===== src/rtl/micro_bundle_packer.sv =====
// micro_bundle_packer
//   Producer side of the fetch -> decode-queue micro-op interface. Micro-ops
//   arrive one per cycle over a valid/ready handshake. They are packed into
//   MICRO_Q_N-slot bundles. Occupied slots are contiguous from slot 0, and
//   empty slots carry MICRO_NOP. A bundle closes when it is full, or on the
//   last micro-op of an x86 instruction. A closed bundle moves into the
//   output register, which drives the fet_* arrays and fet_inst_valid.
//
// Ports
//   clk, rstn         clock, asynchronous active-low reset
//   in_valid/in_ready handshake for one micro-op per cycle
//   in_* fields       micro-op fields; in_last marks the end of an x86 instruction
//   fet_* arrays      bundle slots (unpacked, MICRO_Q_N entries each)
//   fet_inst_valid    bundle valid
//   stall             decode queue is not consuming; the output is held
//   flush             drops the partial bundle and the presented bundle

module micro_bundle_packer #(
  parameter int                  MICRO_Q_N  = 4,
  parameter int                  MICRO_W    = 8,
  parameter logic [MICRO_W-1:0]  MICRO_NOP  = '0,
  parameter int                  REG_ADDR_W = 5,
  parameter int                  IMM_W      = 64,
  parameter int                  DISP_W     = 32,
  parameter int                  BIT_MODE_W = 2,
  parameter int                  ADDR_W     = 64
) (
  input  logic                  clk,
  input  logic                  rstn,
  input  logic                  in_valid,
  output logic                  in_ready,
  input  logic [MICRO_W-1:0]    in_opcode,
  input  logic [REG_ADDR_W-1:0] in_reg_addr_d,
  input  logic [REG_ADDR_W-1:0] in_reg_addr_s,
  input  logic [REG_ADDR_W-1:0] in_reg_addr_t,
  input  logic [IMM_W-1:0]      in_immediate,
  input  logic [DISP_W-1:0]     in_displacement,
  input  logic [BIT_MODE_W-1:0] in_bit_mode,
  input  logic [ADDR_W-1:0]     in_pc,
  input  logic                  in_last,
  output logic [MICRO_W-1:0]    fet_opcode       [MICRO_Q_N],
  output logic [REG_ADDR_W-1:0] fet_reg_addr_d   [MICRO_Q_N],
  output logic [REG_ADDR_W-1:0] fet_reg_addr_s   [MICRO_Q_N],
  output logic [REG_ADDR_W-1:0] fet_reg_addr_t   [MICRO_Q_N],
  output logic [IMM_W-1:0]      fet_immediate    [MICRO_Q_N],
  output logic [DISP_W-1:0]     fet_displacement [MICRO_Q_N],
  output logic [BIT_MODE_W-1:0] fet_bit_mode     [MICRO_Q_N],
  output logic [ADDR_W-1:0]     fet_pc           [MICRO_Q_N],
  output logic                  fet_inst_valid,
  input  logic                  stall,
  input  logic                  flush
);

  localparam int IDX_W = $clog2(MICRO_Q_N);
  localparam int CNT_W = IDX_W + 1;

  // Fill buffer
  logic [MICRO_W-1:0]    r_fill_opcode [MICRO_Q_N];
  logic [REG_ADDR_W-1:0] r_fill_rd     [MICRO_Q_N];
  logic [REG_ADDR_W-1:0] r_fill_rs     [MICRO_Q_N];
  logic [REG_ADDR_W-1:0] r_fill_rt     [MICRO_Q_N];
  logic [IMM_W-1:0]      r_fill_imm    [MICRO_Q_N];
  logic [DISP_W-1:0]     r_fill_disp   [MICRO_Q_N];
  logic [BIT_MODE_W-1:0] r_fill_mode   [MICRO_Q_N];
  logic [ADDR_W-1:0]     r_fill_pc     [MICRO_Q_N];
  logic [CNT_W-1:0]      r_fill_cnt;
  logic                  r_fill_closed;

  // Output register
  logic [MICRO_W-1:0]    r_out_opcode [MICRO_Q_N];
  logic [REG_ADDR_W-1:0] r_out_rd     [MICRO_Q_N];
  logic [REG_ADDR_W-1:0] r_out_rs     [MICRO_Q_N];
  logic [REG_ADDR_W-1:0] r_out_rt     [MICRO_Q_N];
  logic [IMM_W-1:0]      r_out_imm    [MICRO_Q_N];
  logic [DISP_W-1:0]     r_out_disp   [MICRO_Q_N];
  logic [BIT_MODE_W-1:0] r_out_mode   [MICRO_Q_N];
  logic [ADDR_W-1:0]     r_out_pc     [MICRO_Q_N];
  logic                  r_out_valid;

  logic             w_accept;
  logic             w_take;
  logic [CNT_W-1:0] w_cnt_nxt;
  logic             w_close;
  logic             w_consume;
  logic             w_transfer;
  logic [IDX_W-1:0] w_slot;

  assign in_ready = ~r_fill_closed & ~flush;

  // Handshake, slot allocation and bundle movement decisions
  always_comb begin
    w_accept   = in_valid & in_ready;
    // A NOP carries no work, so it is accepted but never occupies a slot.
    w_take     = w_accept & (in_opcode != MICRO_NOP);
    w_cnt_nxt  = r_fill_cnt + {{(CNT_W-1){1'b0}}, w_take};
    w_close    = w_accept & ((w_cnt_nxt == CNT_W'(MICRO_Q_N)) |
                             (in_last & (w_cnt_nxt != {CNT_W{1'b0}})));
    w_consume  = r_out_valid & ~stall & ~flush;
    w_transfer = r_fill_closed & (~r_out_valid | w_consume) & ~flush;
    w_slot     = r_fill_cnt[IDX_W-1:0];
  end

  // Fill buffer: collect accepted micro-ops until the bundle closes
  always_ff @(posedge clk or negedge rstn) begin
    if (!rstn) begin
      r_fill_cnt    <= '0;
      r_fill_closed <= 1'b0;
      for (int i = 0; i < MICRO_Q_N; i++) begin
        r_fill_opcode[i] <= MICRO_NOP;
        r_fill_rd[i]     <= '0;
        r_fill_rs[i]     <= '0;
        r_fill_rt[i]     <= '0;
        r_fill_imm[i]    <= '0;
        r_fill_disp[i]   <= '0;
        r_fill_mode[i]   <= '0;
        r_fill_pc[i]     <= '0;
      end
    end else if (flush || w_transfer) begin
      r_fill_cnt    <= '0;
      r_fill_closed <= 1'b0;
    end else if (w_accept) begin
      // Slot index is in range: accept only happens while the buffer is open,
      // and an open buffer always has fill_cnt < MICRO_Q_N.
      if (w_take) begin
        r_fill_opcode[w_slot] <= in_opcode;
        r_fill_rd[w_slot]     <= in_reg_addr_d;
        r_fill_rs[w_slot]     <= in_reg_addr_s;
        r_fill_rt[w_slot]     <= in_reg_addr_t;
        r_fill_imm[w_slot]    <= in_immediate;
        r_fill_disp[w_slot]   <= in_displacement;
        r_fill_mode[w_slot]   <= in_bit_mode;
        r_fill_pc[w_slot]     <= in_pc;
      end else begin
        r_fill_cnt <= r_fill_cnt;
      end
      r_fill_cnt    <= w_cnt_nxt;
      r_fill_closed <= w_close;
    end else begin
      r_fill_cnt    <= r_fill_cnt;
      r_fill_closed <= r_fill_closed;
    end
  end

  // Output register: load closed bundles and hold them through stall
  always_ff @(posedge clk or negedge rstn) begin
    if (!rstn) begin
      r_out_valid <= 1'b0;
      for (int i = 0; i < MICRO_Q_N; i++) begin
        r_out_opcode[i] <= MICRO_NOP;
        r_out_rd[i]     <= '0;
        r_out_rs[i]     <= '0;
        r_out_rt[i]     <= '0;
        r_out_imm[i]    <= '0;
        r_out_disp[i]   <= '0;
        r_out_mode[i]   <= '0;
        r_out_pc[i]     <= '0;
      end
    end else if (flush) begin
      r_out_valid <= 1'b0;
    end else if (w_transfer) begin
      r_out_valid <= 1'b1;
      for (int i = 0; i < MICRO_Q_N; i++) begin
        // Slots past the fill count hold stale data from earlier bundles.
        if (CNT_W'(i) < r_fill_cnt) begin
          r_out_opcode[i] <= r_fill_opcode[i];
        end else begin
          r_out_opcode[i] <= MICRO_NOP;
        end
        r_out_rd[i]   <= r_fill_rd[i];
        r_out_rs[i]   <= r_fill_rs[i];
        r_out_rt[i]   <= r_fill_rt[i];
        r_out_imm[i]  <= r_fill_imm[i];
        r_out_disp[i] <= r_fill_disp[i];
        r_out_mode[i] <= r_fill_mode[i];
        r_out_pc[i]   <= r_fill_pc[i];
      end
    end else if (w_consume) begin
      r_out_valid <= 1'b0;
    end else begin
      r_out_valid <= r_out_valid;
    end
  end

  assign fet_inst_valid   = r_out_valid;
  assign fet_opcode       = r_out_opcode;
  assign fet_reg_addr_d   = r_out_rd;
  assign fet_reg_addr_s   = r_out_rs;
  assign fet_reg_addr_t   = r_out_rt;
  assign fet_immediate    = r_out_imm;
  assign fet_displacement = r_out_disp;
  assign fet_bit_mode     = r_out_mode;
  assign fet_pc           = r_out_pc;

  micro_bundle_packer_chk #(
    .MICRO_Q_N (MICRO_Q_N),
    .MICRO_W   (MICRO_W),
    .MICRO_NOP (MICRO_NOP)
  ) u_chk (
    .clk    (clk),
    .rstn   (rstn),
    .valid  (r_out_valid),
    .opcode (r_out_opcode)
  );

endmodule

// micro_bundle_packer_chk
//   Bundle shape invariant. A valid bundle starts with a real micro-op, and
//   its non-NOP slots are contiguous from slot 0.
// Ports: clk, rstn, valid (bundle valid), opcode (bundle opcode slots)
module micro_bundle_packer_chk #(
  parameter int                 MICRO_Q_N = 4,
  parameter int                 MICRO_W   = 8,
  parameter logic [MICRO_W-1:0] MICRO_NOP = '0
) (
  input logic               clk,
  input logic               rstn,
  input logic               valid,
  input logic [MICRO_W-1:0] opcode [MICRO_Q_N]
);

  // Check the presented bundle shape on every clock edge
  always @(posedge clk) begin
    if (rstn && valid) begin
      assert (opcode[0] != MICRO_NOP);
      for (int i = 1; i < MICRO_Q_N; i++) begin
        assert (!((opcode[i] != MICRO_NOP) && (opcode[i-1] == MICRO_NOP)));
      end
    end
  end

endmodule


===== config.mk =====
export PLATFORM = sky130hd
export DESIGN_NAME = micro_bundle_packer
export DESIGN_NICKNAME = d
export VERILOG_FILES = /design/src/rtl/micro_bundle_packer.sv
export SDC_FILE = /design/constraint.sdc
export NUM_CORES = 2
export LEC_CHECK = 0
export CELL_PAD_IN_SITES_DETAIL_PLACEMENT = 1
export CELL_PAD_IN_SITES_GLOBAL_PLACEMENT = 2
export CORE_ASPECT_RATIO = 0.7
export CORE_MARGIN = 5
export CORE_UTILIZATION = 40
export CTS_BUF_LIST = sky130_fd_sc_hd__clkbuf_8
export DETAILED_ROUTE_END_ITERATION = 12
export GPL_ROUTABILITY_DRIVEN = 0
export PLACE_DENSITY = 0.8
export SKIP_LAST_GASP = 1
export SLEW_MARGIN = 40
export SYNTH_ARGS = -nofsm -noshare
export SYNTH_HDL_FRONTEND = slang
export SYNTH_SLANG_ARGS = --single-unit

===== constraint.sdc =====
create_clock -name clk -period 2.3 [get_ports clk]
set_input_delay 0.345 -clock clk [delete_from_list [all_inputs] [get_ports clk]]
set_output_delay 0.345 -clock clk [all_outputs]
set_load 0.01 [all_outputs]

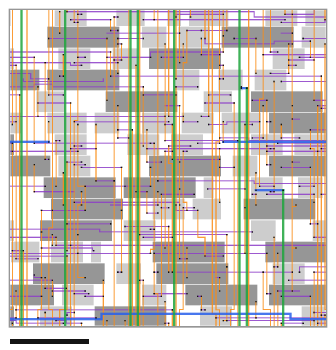
Fig. 1. A small window of the routed layout.
Bar = 10 um. Region (321, 60) to (361, 100) um. Cells in grey, sequential cells in the stronger grey; small squares are vias.
legend:
  green:
    layer: metal 4
  purple:
    layer: metal 1
  orange:
    layer: metal 2
  blue:
    layer: metal 3
cells with their middle in the window: 69
sequential cells in the window: 23
most frequent: dfrtp_1 (23), mux2_2 (13)
netlist names of flops here include: r_fill_imm (12), fet_immediate (11)

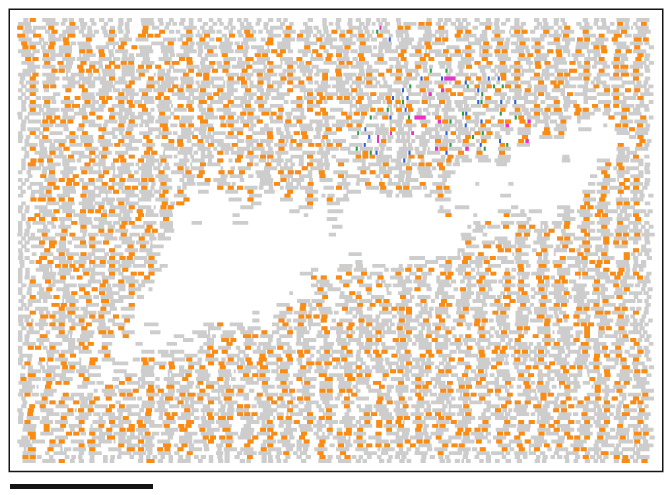
Fig. 2. Selected gate families.
Bar = 100 um.
legend:
  orange:
    family: mux cells
    cells: 1483
    most_used: mux2_2
    where: all over the die
  blue:
    family: inv cells
    cells: 28
    most_used: inv_1
  magenta:
    family: nor cells
    cells: 15
    most_used: nor2b_1
  green:
    family: nand cells
    cells: 25
    most_used: nand2_1
logic share of the area: 23.40%
final non-filler cell total: 6532

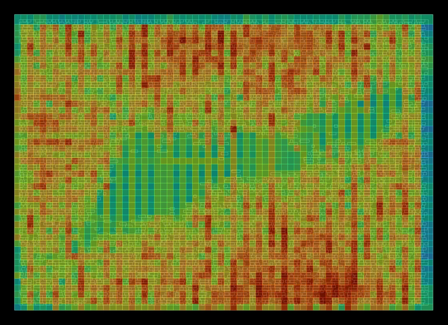
Fig. 3. Congestion heat map.
grt met3 use: 4.500%
GR Util met2: 39.44%

==> impl_metrics.csv <==
group,metric,value,unit
outcome,status,"finished, violations left",
outcome,violations,"negative setup slack",
clocking,postCtsHoldBufs,22,
synth,synth-seq-cells,1485,
final_layout,area_growth_syn_to_layout,34.94,%
placement,hpwl,120.5,mm
critical_path,cp_common_cell,"buf_12",
clocking,clockRootBuffer,"clkbuf_8",
detailed_routing,drc_errors,0,
timing,rsz0062_at_grt,"true",
clocking,numCtsBuffers,224,
pwr,power.total,0.07304,W
synth,mux_share,30.13,%
critical_path,endpoint,"r_fill_rt[0]$_DFFE_PN0P_",
critical_path,start_kind,"flip-flop",
synth,yosys_area,55320,um2
final_layout,clkbuf_count,272,
timing,setup_viol,426,
timing,worstMarginPinSlew,0.5835,ns
detailed_routing,final_antenna_net_count,0,
timing,fin_ws,-0.1007,ns
placement,io_buffer_count,932,
critical_path,r2r.worst_path.cells,7,
detailed_routing,maxUsedRoutingLayer,"met5",
global_routing,grt_usage,23.06,%
job,drv_cap,0,
final_layout,design_area,74640,um2
global_routing,grt-ovfl-total,0,
critical_path,worstSetupPathType,"flip-flop to flip-flop",
timing,drv_slew,0,
final_layout,final_nets,4689,
global_routing,grtUsageMet1,29.25,%
timing,setup_tns,-19.19,ns
floorplanning,pin_count,933,
synth,yosys.area_share.simple,0.4117,%
pwr,pwr-share-seq,47.5,%
clocking,clock_latency,0.95,ns
synth,top_cell_area_share,67.18,%
pwr,power_frac_comb,21.8,%
synth,edf_count,0,
final_layout,regArea,37170,um2
synth,top_area_cell,"dfrtp_1",
synth,synth_cells,3221,
final_layout,buffers,1216,
pwr,seq-power,0.0347,W
critical_path,crit_fanout,17,
critical_path,timing.rr.start,"r_fill_closed$_DFFE_PN0P_",
floorplanning,die.size.y,321.1,um
critical_path,cp.arrival,3.20,ns
critical_path,slowest_delay,0.47,ns
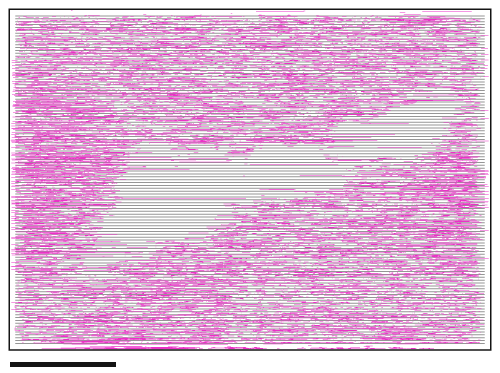
Fig. 4. M1 wires.
Bar = 100 um. Supply wires on this layer in grey.
nets with wire on the layer: 4382
main direction: horizontal

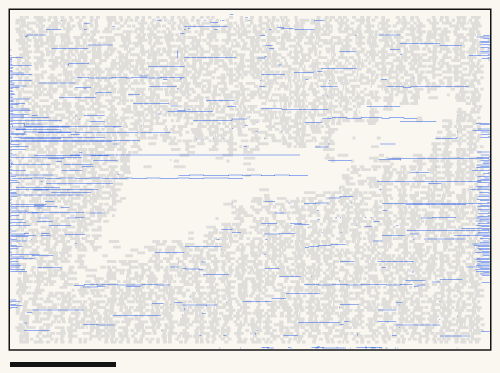
Fig. 5. Metal 3.
Bar = 100 um.
nets with wire on the layer: 384
wire length on this layer: 7520 um
share of all routed wire: 4.3%
main direction: horizontal
longest straight run: 217 um
via count: 32500
drt total wl: 175.6 mm

Power is estimated from default activity; no workload was simulated.
